--- src/rtl/cache_port_arbiter_pkg.sv ---
// Shared types and default sizing for the cache port arbiter.
package cache_port_arbiter_pkg;

  localparam int unsigned CPA_WIDTH              = 8;
  localparam int unsigned CPA_DEPTH              = 64;
  localparam int unsigned CPA_LG_DEPTH           = 6;
  localparam int unsigned CPA_ELEMENTS_PER_BLOCK = 4;
  localparam int unsigned CPA_LG_EPB             = 2;
  localparam int unsigned CPA_NUM_REQ            = 4;
  localparam int unsigned CPA_LG_NUM_REQ         = 2;

  typedef enum logic {
    ST_IDLE = 1'b0,
    ST_FILL = 1'b1
  } state_e;

  // Width of a block index: address bits left after removing the in-block offset.
  function automatic int unsigned blk_w(input int unsigned depth, input int unsigned epb);
    return $clog2(depth) - $clog2(epb);
  endfunction

endpackage

--- src/rtl/cache_port_arbiter_rr_pick2.sv ---
// Round-robin scan returning the first two eligible requesters starting at ptr_i.
module cache_port_arbiter_rr_pick2 #(
  parameter int unsigned NUM_REQ    = 4,
  parameter int unsigned LG_NUM_REQ = 2
) (
  input  logic [NUM_REQ-1:0]    elig_i,
  input  logic [LG_NUM_REQ-1:0] ptr_i,
  output logic [LG_NUM_REQ-1:0] first_idx_o,
  output logic                  first_found_o,
  output logic [LG_NUM_REQ-1:0] second_idx_o,
  output logic                  second_found_o
);

  logic [LG_NUM_REQ:0]   sum;
  logic [LG_NUM_REQ-1:0] idx;

  // Walk ptr, ptr+1, ... modulo NUM_REQ and record the first two hits.
  always_comb begin
    first_idx_o    = '0;
    first_found_o  = 1'b0;
    second_idx_o   = '0;
    second_found_o = 1'b0;
    sum            = '0;
    idx            = '0;
    for (int unsigned k = 0; k < NUM_REQ; k++) begin
      sum = {1'b0, ptr_i} + (LG_NUM_REQ+1)'(k);
      if (sum >= (LG_NUM_REQ+1)'(NUM_REQ)) begin
        sum = sum - (LG_NUM_REQ+1)'(NUM_REQ);
      end
      idx = sum[LG_NUM_REQ-1:0];
      if (elig_i[idx]) begin
        if (!first_found_o) begin
          first_found_o = 1'b1;
          first_idx_o   = idx;
        end else if (!second_found_o) begin
          second_found_o = 1'b1;
          second_idx_o   = idx;
        end
      end
    end
  end

endmodule

--- src/rtl/cache_port_arbiter.sv ---
// Shares a dual-port cache SRAM between round-robin readers and a block-fill writer.
module cache_port_arbiter
  import cache_port_arbiter_pkg::*;
#(
  parameter int unsigned WIDTH              = CPA_WIDTH,
  parameter int unsigned DEPTH              = CPA_DEPTH,
  parameter int unsigned LG_DEPTH           = CPA_LG_DEPTH,
  parameter int unsigned ELEMENTS_PER_BLOCK = CPA_ELEMENTS_PER_BLOCK,
  parameter int unsigned LG_EPB             = CPA_LG_EPB,
  parameter int unsigned NUM_REQ            = CPA_NUM_REQ,
  parameter int unsigned LG_NUM_REQ         = CPA_LG_NUM_REQ
) (
  input  logic                         clk,
  input  logic                         reset_n,
  input  logic [NUM_REQ-1:0]           req_valid,
  input  logic [NUM_REQ*LG_DEPTH-1:0]  req_addr,
  output logic [NUM_REQ-1:0]           req_ready,
  output logic [NUM_REQ-1:0]           resp_valid,
  output logic [NUM_REQ*WIDTH-1:0]     resp_data,
  input  logic                         fill_req_valid,
  input  logic [LG_DEPTH-LG_EPB-1:0]   fill_req_block,
  output logic                         fill_req_ready,
  input  logic                         fill_data_valid,
  input  logic [WIDTH-1:0]             fill_data,
  output logic                         fill_data_ready,
  output logic                         fill_done,
  output logic [LG_DEPTH-1:0]          sram_addr_0,
  output logic [LG_DEPTH-1:0]          sram_addr_1,
  output logic [WIDTH-1:0]             sram_din_0,
  output logic [WIDTH-1:0]             sram_din_1,
  output logic                         sram_we_0,
  output logic                         sram_we_1,
  input  logic [WIDTH-1:0]             sram_dout_0,
  input  logic [WIDTH-1:0]             sram_dout_1
);

  localparam int unsigned BLK_W = blk_w(DEPTH, ELEMENTS_PER_BLOCK);

  state_e                state_q, state_d;
  logic [BLK_W-1:0]      block_q, block_d;
  logic [LG_EPB-1:0]     beat_q, beat_d;
  logic [LG_NUM_REQ-1:0] rr_ptr_q, rr_ptr_d;
  logic                  fill_done_q, fill_done_d;
  logic                  tag0_v_q, tag0_v_d, tag1_v_q, tag1_v_d;
  logic [LG_NUM_REQ-1:0] tag0_idx_q, tag0_idx_d, tag1_idx_q, tag1_idx_d;

  logic [LG_DEPTH-1:0]   addr_arr [NUM_REQ];
  logic [NUM_REQ-1:0]    elig;
  logic [LG_NUM_REQ-1:0] first_idx, second_idx;
  logic                  first_found, second_found;
  logic                  grant0, grant1;

  for (genvar g = 0; g < NUM_REQ; g++) begin : g_addr
    assign addr_arr[g] = req_addr[g*LG_DEPTH +: LG_DEPTH];
  end

  // A requester targeting the block under fill is held off until the fill ends.
  always_comb begin
    elig = '0;
    for (int unsigned i = 0; i < NUM_REQ; i++) begin
      elig[i] = req_valid[i] &&
                !(state_q == ST_FILL && addr_arr[i][LG_DEPTH-1:LG_EPB] == block_q);
    end
  end

  cache_port_arbiter_rr_pick2 #(
    .NUM_REQ    (NUM_REQ),
    .LG_NUM_REQ (LG_NUM_REQ)
  ) u_pick (
    .elig_i         (elig),
    .ptr_i          (rr_ptr_q),
    .first_idx_o    (first_idx),
    .first_found_o  (first_found),
    .second_idx_o   (second_idx),
    .second_found_o (second_found)
  );

  assign grant1 = first_found;
  assign grant0 = second_found && (state_q == ST_IDLE);

  // Fill sequencing, read grants, SRAM port muxing and round-robin pointer advance.
  always_comb begin
    state_d         = state_q;
    block_d         = block_q;
    beat_d          = beat_q;
    rr_ptr_d        = rr_ptr_q;
    fill_done_d     = 1'b0;
    fill_req_ready  = 1'b0;
    fill_data_ready = 1'b0;
    req_ready       = '0;
    tag0_v_d        = 1'b0;
    tag0_idx_d      = second_idx;
    tag1_v_d        = 1'b0;
    tag1_idx_d      = first_idx;
    sram_addr_0     = '0;
    sram_din_0      = '0;
    sram_we_0       = 1'b0;
    sram_addr_1     = '0;

    unique case (state_q)
      ST_IDLE: begin
        fill_req_ready = 1'b1;
        if (fill_req_valid) begin
          state_d = ST_FILL;
          block_d = fill_req_block;
          beat_d  = '0;
        end
      end
      ST_FILL: begin
        fill_data_ready = 1'b1;
        if (fill_data_valid) begin
          sram_we_0   = 1'b1;
          sram_addr_0 = {block_q, beat_q};
          sram_din_0  = fill_data;
          beat_d      = beat_q + LG_EPB'(1);
          if (beat_q == LG_EPB'(ELEMENTS_PER_BLOCK-1)) begin
            state_d     = ST_IDLE;
            fill_done_d = 1'b1;
          end
        end
      end
    endcase

    if (grant1) begin
      req_ready[first_idx] = 1'b1;
      sram_addr_1          = addr_arr[first_idx];
      tag1_v_d             = 1'b1;
      rr_ptr_d = (first_idx == LG_NUM_REQ'(NUM_REQ-1)) ? '0 : first_idx + LG_NUM_REQ'(1);
    end
    if (grant0) begin
      req_ready[second_idx] = 1'b1;
      sram_addr_0           = addr_arr[second_idx];
      tag0_v_d              = 1'b1;
      rr_ptr_d = (second_idx == LG_NUM_REQ'(NUM_REQ-1)) ? '0 : second_idx + LG_NUM_REQ'(1);
    end
  end

  assign sram_din_1 = '0;
  assign sram_we_1  = 1'b0;
  assign fill_done  = fill_done_q;

  // Route each port's read data to the requester recorded in its tag.
  always_comb begin
    resp_valid = '0;
    resp_data  = '0;
    for (int unsigned i = 0; i < NUM_REQ; i++) begin
      if (tag1_v_q && tag1_idx_q == LG_NUM_REQ'(i)) begin
        resp_valid[i]              = 1'b1;
        resp_data[i*WIDTH +: WIDTH] = sram_dout_1;
      end else if (tag0_v_q && tag0_idx_q == LG_NUM_REQ'(i)) begin
        resp_valid[i]              = 1'b1;
        resp_data[i*WIDTH +: WIDTH] = sram_dout_0;
      end
    end
  end

  // State, fill bookkeeping, pointer and in-flight tag registers.
  always_ff @(posedge clk or negedge reset_n) begin
    if (!reset_n) begin
      state_q     <= ST_IDLE;
      block_q     <= '0;
      beat_q      <= '0;
      rr_ptr_q    <= '0;
      fill_done_q <= 1'b0;
      tag0_v_q    <= 1'b0;
      tag0_idx_q  <= '0;
      tag1_v_q    <= 1'b0;
      tag1_idx_q  <= '0;
    end else begin
      state_q     <= state_d;
      block_q     <= block_d;
      beat_q      <= beat_d;
      rr_ptr_q    <= rr_ptr_d;
      fill_done_q <= fill_done_d;
      tag0_v_q    <= tag0_v_d;
      tag0_idx_q  <= tag0_idx_d;
      tag1_v_q    <= tag1_v_d;
      tag1_idx_q  <= tag1_idx_d;
    end
  end

endmodule

--- config.mk ---
export PLATFORM = sky130hd
export DESIGN_NAME = cache_port_arbiter
export DESIGN_NICKNAME = d
export VERILOG_FILES = /design/src/rtl/cache_port_arbiter_pkg.sv /design/src/rtl/cache_port_arbiter_rr_pick2.sv /design/src/rtl/cache_port_arbiter.sv
export SDC_FILE = /design/constraint.sdc
export NUM_CORES = 1
export LEC_CHECK = 0
export ABC_AREA = 1
export CAP_MARGIN = 15
export CORE_ASPECT_RATIO = 0.75
export CORE_UTILIZATION = 40
export CTS_CLUSTER_SIZE = 12
export DETAILED_ROUTE_END_ITERATION = 8
export GPL_TIMING_DRIVEN = 0
export HOLD_SLACK_MARGIN = 0.12
export PLACE_DENSITY = 0.93
export SLEW_MARGIN = 20
export SYNTH_ARGS = -nofsm -noshare
export SYNTH_HDL_FRONTEND = slang
export SYNTH_SLANG_ARGS = --single-unit
--- constraint.sdc ---
create_clock -name clk -period 4.05 [get_ports clk]
set_input_delay 0.81 -clock clk [delete_from_list [all_inputs] [get_ports clk]]
set_output_delay 0.81 -clock clk [all_outputs]
set_load 0.03 [all_outputs]
==> flow_summary.rst, run 1 <==
Synthesis and place-and-route
=============================

.. list-table::
   :header-rows: 1

   * - Metric
     - Value
   * - Outcome
     - complete, no violations
   * - Overflow after GRT
     - 0
   * - Count of endpoints failing setup in the final report
     - 0
   * - Type of the worst setup path
     - in2out
   * - Data required time at the worst endpoint
     - roughly 3.2 ns
   * - Data arrival, critical path
     - 3.20 ns
   * - Via count of the first global-routing pass
     - 3113
   * - Met2 routed wirelength
     - ~4300 um
   * - Number of warnings in the stage logs
     - 34
   * - Detailed Route WL
     - ~9500 um
   * - Number of diodes added for antenna fixing
     - 0
   * - Number of clock sinks
     - 16
   * - Detailed-route via count
     - approximately 3500
   * - Area of the chip
     - around 6500 sq um
   * - Final hold violation count
     - 0
   * - Buffer levels on the longest clock path
     - 2
   * - Max-capacitance violation count
     - 0
   * - M1 wire length
     - 3910 um
   * - First-pass iteration count of the detailed router
     - 6
   * - Startpoint Class
     - primary input
   * - Commonest cells after routing, fill and taps aside
     - nand2_1, clkdlybuf4s50_1, nand3_1, inv_1, o22ai_1
   * - Top flip-flop cell by instance count after synthesis
     - dfrtp_1
   * - Endpoint of the most critical register-to-register path
     - rr_ptr_q[1]
   * - TritonCTS clock tree
     - done
   * - Most frequent cell on the critical path
     - nand2_4
   * - Average cell area after synthesis
     - between 5 and 6 sq um
   * - Share of the clock period used by the worst path after layout
     - 99.0%
   * - Clock transition at the register clock pins on the worst setup and hold paths after CTS
     - 0.06 ns
   * - List of cells traversed by the critical path
     - clkdlybuf4s50_1 > nand3_4 > nand2_4 > nand2_4 > nand2_4 > ha_4 > inv_1 > nand2_1 > o21ai_1 > nand2_1 > nand2_2 > nand2_4 > nand2_4 > buf_8 > inv_4 > ha_1 > a22o_1 > buf_6
   * - Max Clk Rate
     - between 200 and 250 MHz
   * - Launch instance of the worst register-to-register path
     - rr_ptr_q[0]
   * - Category of the worst setup path capture point
     - output port
   * - Number of cells produced by synthesis
     - a little over 400
   * - Largest delay contributor family on the critical path
     - buffers and inverters
   * - Worst-case clock skew
     - 0.00190 ns
   * - GRT Util Overall
     - between 20% and 30%
   * - Launch instance of the worst min-delay path
     - beat_q[0]
   * - Vert. Die Dim
     - approximately 70 um
   * - Antenna violations before repair
     - 0
   * - Worst-path cell with the longest stage delay
     - clkdlybuf4s50_1
   * - Unique masters post-synth
     - 31
   * - Core Util at FP
     - between 40% and 50%
   * - Most common logic cell in the routed design
     - nand2_1
   * - Peak per-stage delay on the critical path
     - between 0.5 and 0.6 ns
   * - Number of cells on the critical path
     - 18
   * - Min-delay worst type
     - reg2reg
   * - Top Metal Used
     - met4
   * - Proportion of synthesized chip area in sequential cells
     - roughly 16%
   * - Maximum fanout along the worst path
     - 6
   * - FF+latch count, synth
     - 16
   * - Length of routed met3 wiring
     - just over 1000 um
   * - Post-layout util
     - 68.2%
   * - Pre-CTS WS
     - -0.998 ns
   * - Via density
     - around 5.4
   * - Worst R2R Setup Slack
     - about 1.1 ns
   * - Yosys warning tally
     - 0
   * - Post-DP HPWL
     - a little under 7000 um
   * - Pin count of the biggest net entering global routing
     - 17
   * - Unrepaired setup endpoints after global routing
     - yes
   * - Placeable core region
     - 5890 sq um
   * - DRC Markers
     - 0
   * - H-tree depth
     - 1
   * - Worst Setup EP
     - req_ready[1]
   * - Routability congestion estimate
     - between 0.9 and 1
   * - Global-route wire length before repair
     - 14800 um
   * - Mapped Area
     - between 2000 and 2500 sq um
   * - Share of cells above drive strength 1
     - between 20% and 30%
   * - Post-layout min period
     - between 4 and 5 ns
   * - Post-synthesis chip area from yosys
     - around 2500 sq um
   * - Yosys cell count
     - 415
   * - Actual transition at the worst max-transition pin
     - slightly above 0.7 ns
   * - CTS Buf Count
     - 3
   * - Count of buffering cells on the critical path with inverters included
     - 5
   * - Register-to-Register Path Depth
     - 14
   * - Count of nets after finishing
     - roughly 630
   * - Die outline width
     - between 90 and 100 um
   * - Relative slew slack
     - about half
   * - Total count of max-transition violations in the final report
     - 0
   * - Clock Latency Late Sink
     - 0.24 ns
   * - # rows
     - 24
   * - Cell at the root of the clock tree
     - clkbuf_8
   * - Critical path startpoint
     - req_valid[1]
   * - Number of synthesized flops with an enable pin
     - 0
   * - DR WL/cell
     - 14.9 um
   * - Drt first-iter violations
     - between 200 and 250
run 1: worst reg2reg max path: cells and delay by family, from the launching register on:
| family | cells | cell delay [ns] |
|---|---|---|
| fa+ha+maj | 1 | 0.31 |
| compound gates | 3 | 0.39 |
| buf+inv | 5 | 0.98 |
| simple gates | 5 | 0.72 |
| flops | 1 | 0.39 |
run 1: cell usage after synthesis (2+ instances only):
cell	instances	share of area, %
nand3b_1	4	1.2
nor2_2	2	0.51
o21ai_0	6	1.2
dfrtp_1	16	16
nand2_2	10	2.5
nand2_1	100	15
a22o_1	4	1.4
a21oi_1	11	2.2
o22ai_1	33	8.4
nand3_1	71	14
nand2_4	4	1.8
buf_6	2	0.91
buf_2	5	1.0
inv_1	62	9.4
ha_1	11	5.6
nand3_2	6	2.4
xor2_1	4	1.4
nor2_1	26	3.9
inv_2	10	1.5
nor3_1	4	0.81
o21ai_1	4	0.81
buf_4	11	3.3
run 1: metal layers:
layer  up-vias  GRT usage (%)
met4         0           7.86
met3        33           5.34
met5         -              0
li1       1647              -
met2       238           46.7
met1      1543           37.4
run 1: logic make-up after synthesis:
kind of cell               share of synthesized area [%]
muxes                                              0.455
other                                              0.152
adders and majority gates                           5.57
buffers and inverters                               16.3
and+or+nand+nor                                     43.8
AOI/OAI and AO/OA                                   15.4
DFF                                                 16.2
xor gates and xnor gates                            2.07
run 1: per-stage QoR:
| step | instances | TNS, ns |
|---|---|---|
| after detailed placement | 624 | -12.13 |
| final | 637 | 0 |
| after floorplan | 423 | 0 |
| after CTS | 633 | 0 |
| after global routing | 637 | -0.209 |
| after global placement | 624 | -11.68 |
run 1: worst min-delay path by stage:
stage,endpoint,depth (start not counted),slack (ns)
after floorplan,beat_q[0],1,0.47
after global placement,beat_q[0],1,0.49
after detailed placement,beat_q[0],1,0.50
after CTS,beat_q[0],1,0.52
after global routing,beat_q[0],1,0.54
final,beat_q[0],1,0.52
run 1: final cells by class:
cell class	count	area, sq um
fillers	511	1870
multi-input cells	316	1840
repair buffers	133	1210
flip-flops and latches	16	400
inverters	73	277
plain buffers	18	136
well taps	78	97.6
clock buffers	3	41.3
run 1: registers in the layout (all words and copies together), names as in the netlist:
name	count
tag1_v_q	1
tag0_v_q	1
state_q	1
tag1_idx_q	2
beat_q	2
rr_ptr_q	2
block_q	4
tag0_idx_q	2
fill_done	1
run 1: what timing repair did:
item | 4_1_cts | 5_1_grt
cloned | 1 | 0
resized | 126 | 63
endpoints found under the setup margin | 16 | 16
pin swaps | 16 | 25
setup buffers | 5 | 4
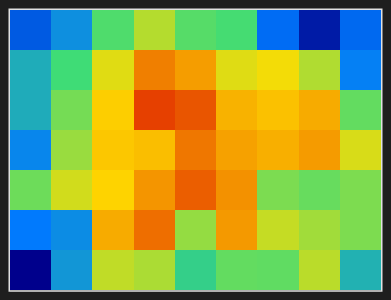
Figure 1: run 1, placement density heat map.
(4 px per um) The die is cut into 9 by 7 equal tiles; dark blue is low, red is high, 0 to 100% covered.
tiles over 75% full: 33%
mean over tiles: 60%
densest ninth of the die: centre
nearly empty tiles: 1.6%

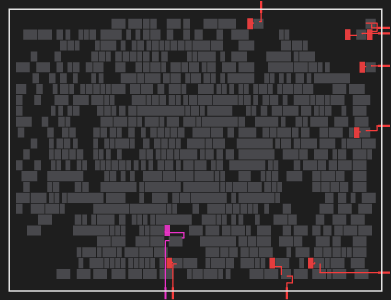
Figure 2: run 1, port wiring.
(4 px per um)
legend:
  `fill_req_valid`:
    colour: magenta
    bits: 1
    direction: input
    edge: south
    end_cells: 1
    buffers: 1
    wire: 19.8 um
  `sram_din_1`:
    colour: red
    bits: 8
    direction: output
    edge: 5 east, 2 south, 1 north
    end_cells: 8
    buffers: 8
    wire: 62.2 um
I/O pins: 133
count of buffers from port buffering: 123

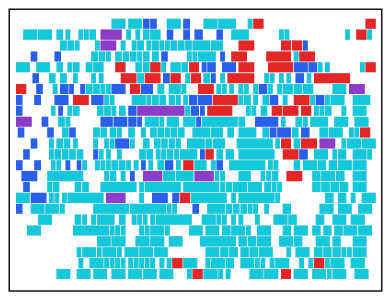
Figure 3: run 1, sizing map.
(4 px per um)
legend:
  _6 and larger:
    colour: purple
    cells: 9
    share: 1.6%
    most_used: buf_6
  _3 and _4 cells:
    colour: red
    cells: 43
    share: 7.7%
    most_used: buf_4
  _2 cells:
    colour: blue
    cells: 75
    share: 13%
    most_used: buf_2
  _0 and _1 cells:
    colour: cyan
    cells: 432
    share: 77%
    most_used: nand2_1
bufs w/o clock: 151
post-route standard cell area excluding fillers: 4010 sq um
Area Overhead vs Synth: 62.2%
post-route worst setup slack: 0.0393 ns

Figure 4. Placed standard cells (run 1).
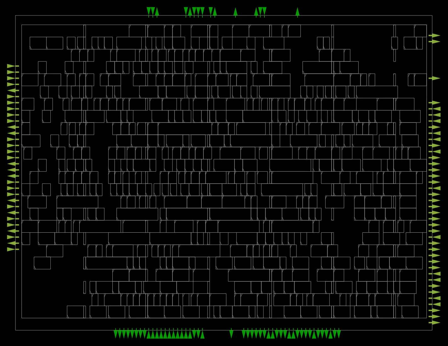

==> run 2: changes to the inputs <==
SETUP_SLACK_MARGIN = 0.02   (was unset)
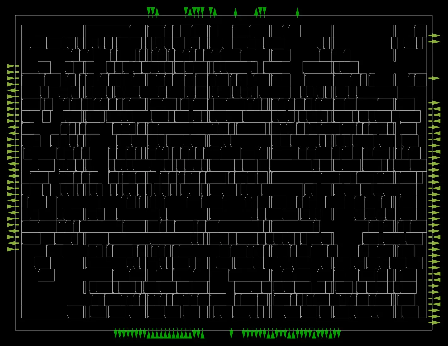
Figure 5: run 2, placed standard cells.
num tapcells: 78
# rows: 24
share of cell area taken by flip-flops and latches: 9.87%

==> run 2 against run 1 <==
  * Final cell count unchanged
  * Hold slack got worse by 0.00073 ns
  * Die area is the same
  * First-iteration DRC count rose by 20%
  * Critical path type unchanged
  * Wire length up 0.53%
  * Sequential cell count did not move
==> flow_summary.rst, run 2 <==
Synthesis and place-and-route
=============================

.. list-table::
   :header-rows: 1

   * - Metric
     - Value
   * - Outcome
     - complete, no violations
   * - Storage element area
     - 400 sq um (unchanged)
   * - Drt first-iter violations
     - 270 (+20%)
   * - Count of nets after finishing
     - 632 (unchanged)
   * - Antenna violations before repair
     - 0 (unchanged)
   * - Proportion of synthesized area in mux cells
     - 0.455% (unchanged)
   * - Detailed Route WL
     - 9530 um (+0.53%)
   * - H-tree depth
     - 1 (unchanged)
   * - Die outline width
     - 92.8 um (unchanged)
   * - Top flip-flop cell by instance count after synthesis
     - dfrtp_1
   * - Count leader, synth
     - nand2_1
   * - Number of cells produced by synthesis
     - 415 (unchanged)
   * - Share of cells above drive strength 1
     - 23.6% (+0.89 points)
   * - Synth Area in Adders
     - 5.57% (unchanged)
   * - Worst R2R Setup Slack
     - 1.13 ns (about the same)
   * - DR WL/cell
     - 15.0 um (+0.53%)
   * - Cell types occupying the most area after synthesis
     - dfrtp_1, nand2_1, nand3_1
   * - Number of warnings in the stage logs
     - 35 (+2.9%)
   * - First-pass iteration count of the detailed router
     - 5 (-1)
   * - Area share of and-or/or-and cells after synthesis
     - 15.4% (unchanged)
   * - Area share, top type
     - 16.2% (unchanged)
   * - Data arrival, critical path
     - 3.18 ns (-0.02 ns)
   * - I/O pins
     - 133 (unchanged)
   * - Dominant comb cell
     - simple AND/OR/NAND/NOR gates
   * - Most common logic cell in the routed design
     - nand2_1
   * - Worst Setup EP
     - req_ready[3]
   * - DRC Markers
     - 0 (unchanged)
   * - Post-DP HPWL
     - 6950 um (unchanged)
   * - Most flops, register
     - block_q
   * - XOR/XNOR share of the synthesized area
     - 2.07% (unchanged)
   * - Share of the clock period used by the worst path after layout
     - 98.6% (-0.42 points)
   * - Worst-case clock skew
     - 0.000904 ns (-0.000995 ns)
   * - Proportion of synthesized chip area in sequential cells
     - 16.2% (unchanged)
   * - Commonest cells after routing, fill and taps aside
     - nand2_1, clkdlybuf4s50_1, nand3_1, inv_1, o22ai_1
   * - Relative slew slack
     - 51.7% (+0.26 points)
   * - Detailed-route via count
     - 3461 (unchanged)
   * - Most numerous cell types in the synthesized netlist
     - nand2_1, nand3_1, inv_1
   * - Max-capacitance violation count
     - 0 (unchanged)
   * - Number of diodes added for antenna fixing
     - 0 (unchanged)
   * - Overflow after GRT
     - 0 (unchanged)
   * - Core Util at FP
     - 42.0% (unchanged)
   * - Global-route wire length before repair
     - 14900 um (+0.32%)
   * - Footprint of the multi-input gates
     - 1860 sq um (+0.68%)
   * - Area of the chip
     - 6500 sq um (unchanged)
   * - TritonCTS clock tree
     - done
   * - Register-to-Register Path Depth
     - 14 (unchanged)
   * - Clock Latency Late Sink
     - 0.24 ns (about the same)
   * - CTS Buf Count
     - 3 (unchanged)
   * - Startpoint Class
     - primary input
   * - Data required time at the worst endpoint
     - 3.24 ns (about the same)
   * - Number of clock sinks
     - 16 (unchanged)
   * - Endpoint of the most critical register-to-register path
     - rr_ptr_q[1]
   * - Routability congestion estimate
     - 0.959 (unchanged)
   * - Count of endpoints failing setup in the final report
     - 0 (unchanged)
   * - Vert. Die Dim
     - 70.1 um (unchanged)
   * - Number of flip-flops under the largest register name
     - 4 (unchanged)
   * - Category of the worst setup path capture point
     - output port
   * - Cell at the root of the clock tree
     - clkbuf_8
   * - Max Clk Rate
     - 250 MHz (+0.42%)
   * - Launch instance of the worst register-to-register path
     - rr_ptr_q[0]
   * - Mapped Area
     - 2470 sq um (unchanged)
   * - Min-delay worst type
     - reg2reg
   * - Pin count of the biggest net entering global routing
     - 17 (unchanged)
   * - Via count of the first global-routing pass
     - 3110 (-0.096%)
   * - Buffer levels on the longest clock path
     - 2 (unchanged)
   * - Yosys warning tally
     - 0 (unchanged)
   * - Post-layout min period
     - 3.99 ns (-0.0169 ns)
   * - Total of fill cells in the finished design
     - 503 (-1.6%)
   * - Simple-Gate Fraction of Synth Area
     - 43.8% (unchanged)
   * - Unrepaired setup endpoints after global routing
     - yes
   * - Final hold violation count
     - 0 (unchanged)
   * - Critical path startpoint
     - req_valid[1]
   * - Post-synthesis chip area from yosys
     - 2470 sq um (unchanged)
   * - Total count of max-transition violations in the final report
     - 0 (unchanged)
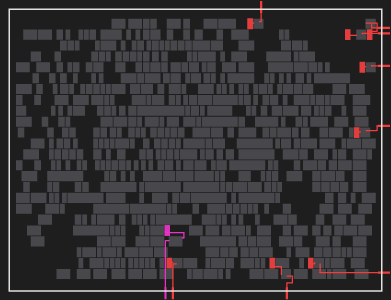
Figure 6: run 2, port wiring.
(4 px per um)
legend:
  `sram_din_1`:
    colour: red
    bits: 8
    direction: output
    edge: 5 east, 2 south, 1 north
    end_cells: 8
    buffers: 8
    wire: 62.2 um
  `fill_req_valid`:
    colour: magenta
    bits: 1
    direction: input
    edge: south
    end_cells: 1
    buffers: 1
    wire: 19.8 um

==> run 2: metrics by stage <==
step                worst slack, ns  TNS (ns)  cell area, sq um  instances
finish                       0.0563         0              4060        637
global route                -0.0337    -0.158              4060        637
CTS                          0.0155         0              4010        633
detailed placement           -0.998    -12.13              3830        624
global placement             -0.953    -11.68              3830        624
floorplan                     0.406         0              2500        423
==> run 2: kinds of logic (layout without fill, tap and decap cells) <==
family,after synthesis,after routing
and+or+nand+nor,229,229
buffers and inverters,91,227
AOI/OAI and AO/OA,61,61
DFF,16,16
adders and majority gates,11,11
xor gates and xnor gates,5,5
other,1,9
muxes,1,1
==> run 2: layout make-up <==
class / count / share of cell area, %
multi-input combinational: 316 / 45.8
timing repair buffer: 133 / 30.6
sequential: 16 / 9.87
inverter: 73 / 6.88
buffer: 18 / 3.42
tap: 78 / 2.41
clock buffer: 3 / 1.02
==> run 2: how the worst min path moves through the flow <==
stage                   start        end  slack (ns)  cells past startpoint
finish              beat_q[0]  beat_q[0]        0.52                      1
global placement    beat_q[0]  beat_q[0]        0.49                      1
CTS                 beat_q[0]  beat_q[0]        0.52                      1
floorplan           beat_q[0]  beat_q[0]        0.47                      1
global route        beat_q[0]  beat_q[0]        0.54                      1
detailed placement  beat_q[0]  beat_q[0]        0.50                      1
==> run 2: critical path, stage by stage <==
cell and delay (ns):
clkdlybuf4s50_1 0.55, nand3_4 0.12, nand2_4 0.09, nand2_4 0.06
buf_4 0.14, buf_4 0.12, nand2_1 0.06, o211ai_1 0.15
nor2_4 0.30, inv_2 0.18, ha_1 0.22, a22o_1 0.24
buf_6 0.15
==> run 2: repair_timing <==
item	4_1_cts	5_1_grt
endpoints found under the hold margin	0	0
gates resized	132	67
buffers inserted	5	4
pin swaps	16	25
gates cloned	1	0
endpoints found under the setup margin	16	16
==> run 2: metal layers <==
metal / share of wire (%) / up-vias / wire [um] / track usage (%)
met3: 12 / 41 / 1110 / 5.34
met2: 45 / 248 / 4310 / 46.9
li1: - / 1645 / - / -
met5: 0 / - / 0 / 0
met4: 2.7 / 0 / 259 / 7.52
met1: 40 / 1527 / 3840 / 37.7
